==> src/rtl/seg_digit_scanner.sv <==
// ============================================================================
// Module   : seg_digit_scanner
// Brief    : Eight 4-bit digit registers with a write port, plus a prescaled
//            rotating mux select and active-low anode enables for the display.
//            Optional macro SEG_LEADING_ZERO_BLANK_EN blanks leading zeros.
// Revision : 1.0 - initial release
// ============================================================================
`default_nettype none

module seg_digit_scanner #(
    parameter int CLK_DIV    = 100000,
    parameter int NUM_DIGITS = 8
) (
    input  logic        clk,
    input  logic        rst,
    input  logic        wr_en,
    input  logic [2:0]  wr_addr,
    input  logic [3:0]  wr_data,
    input  logic        clr,
    output logic [31:0] digits,
    output logic [2:0]  sel,
    output logic [7:0]  an,
    output logic        scan_tick,
    output logic        wr_err
);

    localparam int                 c_PRE_W    = (CLK_DIV > 1) ? $clog2(CLK_DIV) : 1;
    localparam logic [c_PRE_W-1:0] c_PRE_MAX  = c_PRE_W'(CLK_DIV - 1);
    localparam logic [2:0]         c_LAST_SEL = 3'(NUM_DIGITS - 1);
    localparam logic [3:0]         c_NUM      = 4'(NUM_DIGITS);

    logic [c_PRE_W-1:0] r_pre;
    logic [2:0]         r_sel;
    logic [3:0]         r_digit [8];
    logic               r_wr_err;
    logic               w_addr_ok;
    logic               w_tick;
    logic [7:0]         w_an;

    assign w_addr_ok = ({1'b0, wr_addr} < c_NUM);
    assign w_tick    = (r_pre == c_PRE_MAX);

    // Prescaler and scan index; tick is the last cycle of each digit slot.
    always_ff @(posedge clk or posedge rst) begin
        if (rst) begin
            r_pre <= '0;
            r_sel <= '0;
        end else if (w_tick) begin
            r_pre <= '0;
            r_sel <= (r_sel == c_LAST_SEL) ? 3'd0 : r_sel + 3'd1;
        end else begin
            r_pre <= r_pre + c_PRE_W'(1);
        end
    end

    // Digit storage: clear has priority over a write in the same cycle.
    always_ff @(posedge clk or posedge rst) begin
        if (rst) begin
            for (int i = 0; i < 8; i++) begin
                r_digit[i] <= 4'd0;
            end
            r_wr_err <= 1'b0;
        end else begin
            r_wr_err <= wr_en & ~w_addr_ok;
            if (clr) begin
                for (int i = 0; i < 8; i++) begin
                    r_digit[i] <= 4'd0;
                end
            end else if (wr_en && w_addr_ok) begin
                r_digit[wr_addr] <= wr_data;
            end
        end
    end

    generate
        for (genvar gi = 0; gi < 8; gi++) begin : g_pack
            assign digits[4*gi +: 4] = r_digit[gi];
        end
    endgenerate

`ifdef SEG_LEADING_ZERO_BLANK_EN
    logic [2:0] w_msd;

    always_comb begin
        w_msd = 3'd0;
        for (int i = 1; i < NUM_DIGITS; i++) begin
            if (r_digit[i] != 4'd0) begin
                w_msd = 3'(i);
            end
        end
    end
`endif

    always_comb begin
        w_an = 8'hFF;
        for (int i = 0; i < 8; i++) begin
            if ((i < NUM_DIGITS) && (r_sel == 3'(i))) begin
                w_an[i] = 1'b0;
            end
        end
`ifdef SEG_LEADING_ZERO_BLANK_EN
        // Digit 0 is never above the msd, so it is always shown.
        if (r_sel > w_msd) begin
            w_an = 8'hFF;
        end
`endif
    end

    assign sel       = r_sel;
    assign an        = w_an;
    assign scan_tick = w_tick;
    assign wr_err    = r_wr_err;

endmodule

`default_nettype wire

==> config.mk <==
export PLATFORM = sky130hd
export DESIGN_NAME = seg_digit_scanner
export DESIGN_NICKNAME = d
export VERILOG_FILES = /design/src/rtl/seg_digit_scanner.sv
export SDC_FILE = /design/constraint.sdc
export NUM_CORES = 1
export LEC_CHECK = 0
export CORE_ASPECT_RATIO = 0.8
export CORE_UTILIZATION = 40
export DETAILED_ROUTE_END_ITERATION = 8
export PLACE_DENSITY_LB_ADDON = 0.12
export SYNTH_ARGS = -nofsm -noshare
export SYNTH_HDL_FRONTEND = slang
export SYNTH_SLANG_ARGS = --single-unit
==> constraint.sdc <==
create_clock -name clk -period 2.06 [get_ports clk]
set_clock_uncertainty 0.15 [all_clocks]
set_input_delay 0.412 -clock clk [delete_from_list [all_inputs] [get_ports clk]]
set_output_delay 0.412 -clock clk [all_outputs]
set_load 0.02 [all_outputs]
**Routed metal, one color a layer**

Scale: 4 px per um. Only two layers are drawn.
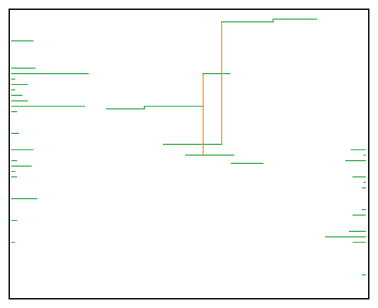
[green] metal 3 | wire length: 208 um
[orange] metal 4 | wire length: 51.0 um

**The metal 1 layer**

Scale: 4 px per um. Supply wires on this layer in gray.
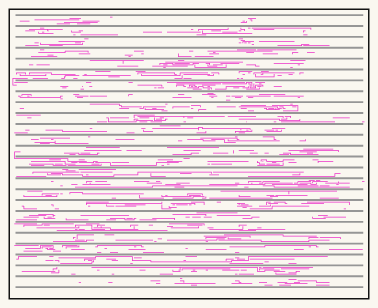
longest straight run: 41.4 um
share of all routed wire: 50%

**Logic cells by family**

Scale: 6 px per um.
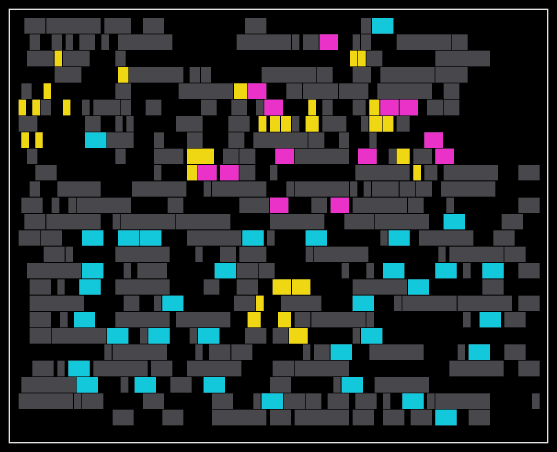
[yellow] NAND gates | cells: 29
[cyan] multiplexers | cells: 34
[magenta] XOR/XNOR gates | cells: 13

**Congestion heat map**

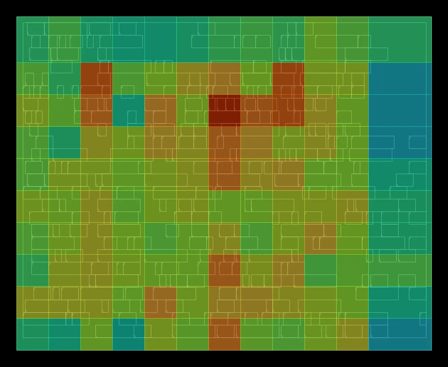
most used routing layer: met2
met2 usage: 0.277
GRT met1 Usage: 0.253
total track usage: 0.180
Util after Layout: 0.563

==> Slide: Implementation Results <==
Key Metrics from the Run

Critical path
  – Crit end category: output pin
  – CP delay by family, top: buffers and inverters
  – Critical path destination: an[6]
  – FF-to-FF path depth: 6
  – FF-to-FF Start: r_pre[0]
  – Worst r2r dst: r_pre[16]
  – Crit path largest cell delay: 390 ps
  – Critical path launch point: sel[1]
  – CP Class: reg2out

Route
  – DR iter-0 viols: between 60 and 70
  – DR WL/cell: 13.7 um
  – Wire length on met3: 207 um
  – Post-route ant nets: 0
  – M1 wire length: 2640 um
  – Final WL: 5280 um
  – Max layer used: met4
  – Remaining DRCs: 0

Global routing
  – Grt met3 use: 0.0478
  – Pin count of the biggest net entering global routing: 39

Outcome
  – Status: finished clean

Flow run
  – Max-cap violations: 0

Place
  – Placed Instance Area: about 3300 um^2
  – Cells after DPL: between 300 and 400
  – GP Congestion: a little over 0.8
  – Number of port buffers: roughly 54

Pwr
  – Comb. pwr: roughly 170 uW
  – Lkg Pwr: 0.00160 uW
  – Net Switching: 417 uW
  – Pwr Density: 527 nW/um^2
  – Clock share of power: 0.312
  – Internal power: 1340 uW

Cells and area
  – Diodes inserted: 0
  – Share of layout cells above drive strength 1: 0.201
  – Top logic cell by instance count in the layout: dfrtp_1
  – Non-Filler Instances: 384
  – Final Instance Area: 3330 um^2

CTS
  – Clock sink count: roughly 52
  – Clock Latency Late Sink: 300 ps
  – CTS tree: yes

Final timing
  – # setup viols final: 0
  – Period utilisation layout: 0.958
  – Hold Vio Cnt, Final: 0
  – Minimum clock period: around 2000 ps
  – Fmax: about 510 MHz
  – Slew Viols, Final: 0

Floorplan
  – Fp_density: 0.414

Logic synthesis
  – Yosys cell types: 35
  – YS warnings: 0
==> area by class of cell <==
cell class	instances	area (um^2)
Multi-Input combinational cell	150	1070
Tap cell	81	101
Sequential cell	52	1300
Timing Repair Buffer	85	744
Clock buffer	6	72.6
Clock inverter	1	5.00
Inverter	9	33.8
Fill cell	529	2580
==> cells in the mapped netlist <==
master	number	share of area
and4bb_2	1	0.0051
nor2_1	42	0.064
nand3_1	6	0.012
xor2_1	6	0.021
nor3b_2	1	0.0051
buf_6	1	0.0046
buf_4	1	0.0031
nand2_1	13	0.020
nand2b_1	1	0.0026
inv_1	9	0.014
nor3_1	2	0.0041
nor2_2	2	0.0051
and3_2	1	0.0031
ha_1	7	0.036
dfrtp_1	52	0.53
and4_2	1	0.0041
nor4b_1	1	0.0036
or3_4	1	0.0046
a21oi_1	1	0.0020
mux2i_1	34	0.14
or3_2	1	0.0031
and4_1	2	0.0072
nor3b_4	1	0.0077
and2b_1	1	0.0031
o21ai_0	4	0.0082
buf_2	2	0.0041
nor3_2	2	0.0082
nand4_1	5	0.013
nor4bb_1	1	0.0041
xnor2_1	7	0.025
nor4_1	1	0.0026
clkbuf_1	8	0.012
conb_1	1	0.0015
nand4b_1	3	0.011
nand4_2	1	0.0051
==> timing repair <==
| action | 4_1_cts | 5_1_grt |
|---|---|---|
| hold endpoints to repair | 0 | 0 |
| gates resized | 18 | 13 |
| hold buffers | 0 | 0 |
| setup buffers | 0 | 1 |
| endpoints found under the setup margin | 9 | 8 |
| pin swaps | 0 | 0 |
==> stage by stage <==
step	power [uW]	setup TNS [ps]
finish	1750	0
detailed placement	1230	-76.4
global placement	1230	-69.8
CTS	1780	0
global route	1830	0
floorplan	1150	0
==> registers in the layout, summed over array words and instances (netlist names) <==
register	flops
digits	32
sel	3
r_pre	17
Power and IR drop assume default switching activity.
